==> config.mk <==
export PLATFORM = sky130hd
export DESIGN_NAME = reg_file_legv8
export DESIGN_NICKNAME = d
export VERILOG_FILES = /design/src/rtl/reg_file_legv8.sv
export SDC_FILE = /design/constraint.sdc
export NUM_CORES = 2
export LEC_CHECK = 0
export CORE_ASPECT_RATIO = 0.8
export CORE_MARGIN = 1
export CORE_UTILIZATION = 40
export CTS_CLUSTER_SIZE = 30
export DETAILED_ROUTE_END_ITERATION = 12
export GPL_TIMING_DRIVEN = 0
export HOLD_SLACK_MARGIN = 0.1
export PLACE_DENSITY = 0.51
export SYNTH_ARGS = -nofsm -noshare
export SYNTH_HDL_FRONTEND = slang
export SYNTH_SLANG_ARGS = --single-unit
==> constraint.sdc <==
create_clock -name clock -period 3.1 [get_ports clock]
set_input_delay 0.62 -clock clock [delete_from_list [all_inputs] [get_ports clock]]
set_output_delay 0.62 -clock clock [all_outputs]
set_load 0.1 [all_outputs]
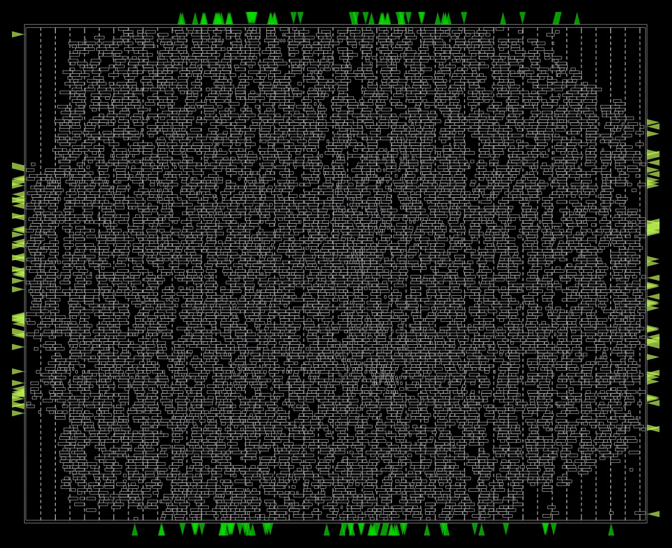
*Cell placement*
FFs & Latches: 2,048
Core ar.: 272,000 sq um
post-route insts no fill: 11,852
flop share of the area: 0.365
final core occ: 0.516

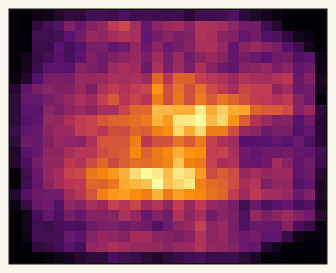
*Wiring heat map*
29 x 24 tiles, from black (low) to pale yellow (high), scaled to the fullest tile. Values are wire area over tile area, all layers added.
nearly empty tiles	5.9%
densest ninth of the die	center
fullest tile	0.96
tiles over half the peak	24%
DR WL/cell: 46.8 um
Via Count: 79,835

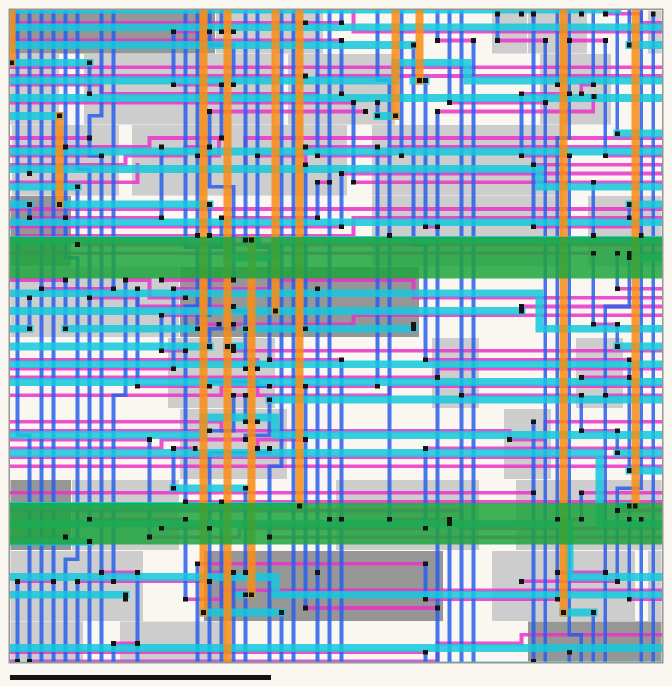
*Close-up of the layout*
Scale bar: 10 um. Region (281, 129) to (306, 154) um. Cells in gray, sequential cells in the stronger gray; small squares are vias.
color	layer
cyan	M3
orange	M4
green	M5
blue	M2
magenta	M1
sequential cells in the window	4
cells with their middle in the window	29
most frequent	mux2_2 (6), buf_2 (5), dfrtp_1 (4)

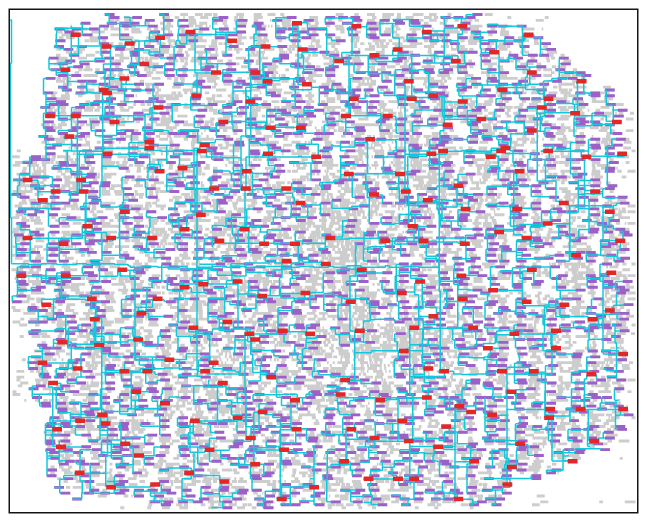
*Clock distribution*
[cyan] clock wires | length: 31.2 mm
[purple] flip-flops | count: 2,048
[red] clock-net drivers | count: 232
flops lie	all over the die
Clock Latency Late Sink: 0.95 ns
Clock power frac: 0.334
clock skew: 0 ns
clk pwr: 0.0299 W

==> impl_metrics.yaml <==
# synthesis and place-and-route metrics
layout:
  regArea_sq_um: 51200
  largest_reg_flops: 2048
  lay_top_cells: "dfrtp_1 (2,048), mux2_2 (1,816), mux4_2 (816), mux2i_1 (506), clkbuf_1 (308)"
  logic_area_sq_um: 59800
  fillers: 22751
pwr:
  p_comb_frac: 0.267
  power.density_nw_per_um2: 638
  p_switching_w: 0.0284
synthesis:
  ys_cells: 7198
sta:
  hold_viol_final: 0
  relSlewSlack: -0.0899
  finalSetupViolCount: 156
  finalWorstSetupSlack_ns: -0.471
  finalMaxSlewViolations: 67
outcome:
  outcome: "complete, but fails checks"
  violations: "max-capacitance violations, max-slew violations, negative setup slack"
die:
  row_count: 171
cts:
  cts_made_buffers: 232
setup_path:
  slowest_stage: "a2111oi_4"
  crit_buf_inv: 5
run:
  max-cap-violations: 8
place:
  pre_cts_ws_ns: -5.76
global_routing:
  grt_pass1_vias: 77119
power by group through the flow:
stage | logic [W] | registers, W | clock network [W]
6_report | 0.0239 | 0.0358 | 0.0299
4_1_cts | 0.0216 | 0.0355 | 0.0300
5_1_grt | 0.0246 | 0.0363 | 0.0311
2_1_floorplan | 0.0141 | 0.0346 | 0
3_5_place_dp | 0.0198 | 0.0359 | 0
3_3_place_gp | 0.0187 | 0.0359 | 0
cell families after synthesis:
group	Yosys count
muxes	3511
AOI/OAI and AO/OA	607
and+or+nand+nor	186
buffers and inverters	846
DFF	2048
stage by stage:
step,std cells,setup TNS (ns)
finish,11852,-32.26
CTS,11619,-50.87
detailed placement,11053,-2161.44
floorplan,7198,-12.95
global placement,11029,-
global route,11837,-29.09
Power is estimated from default activity; no workload was simulated.
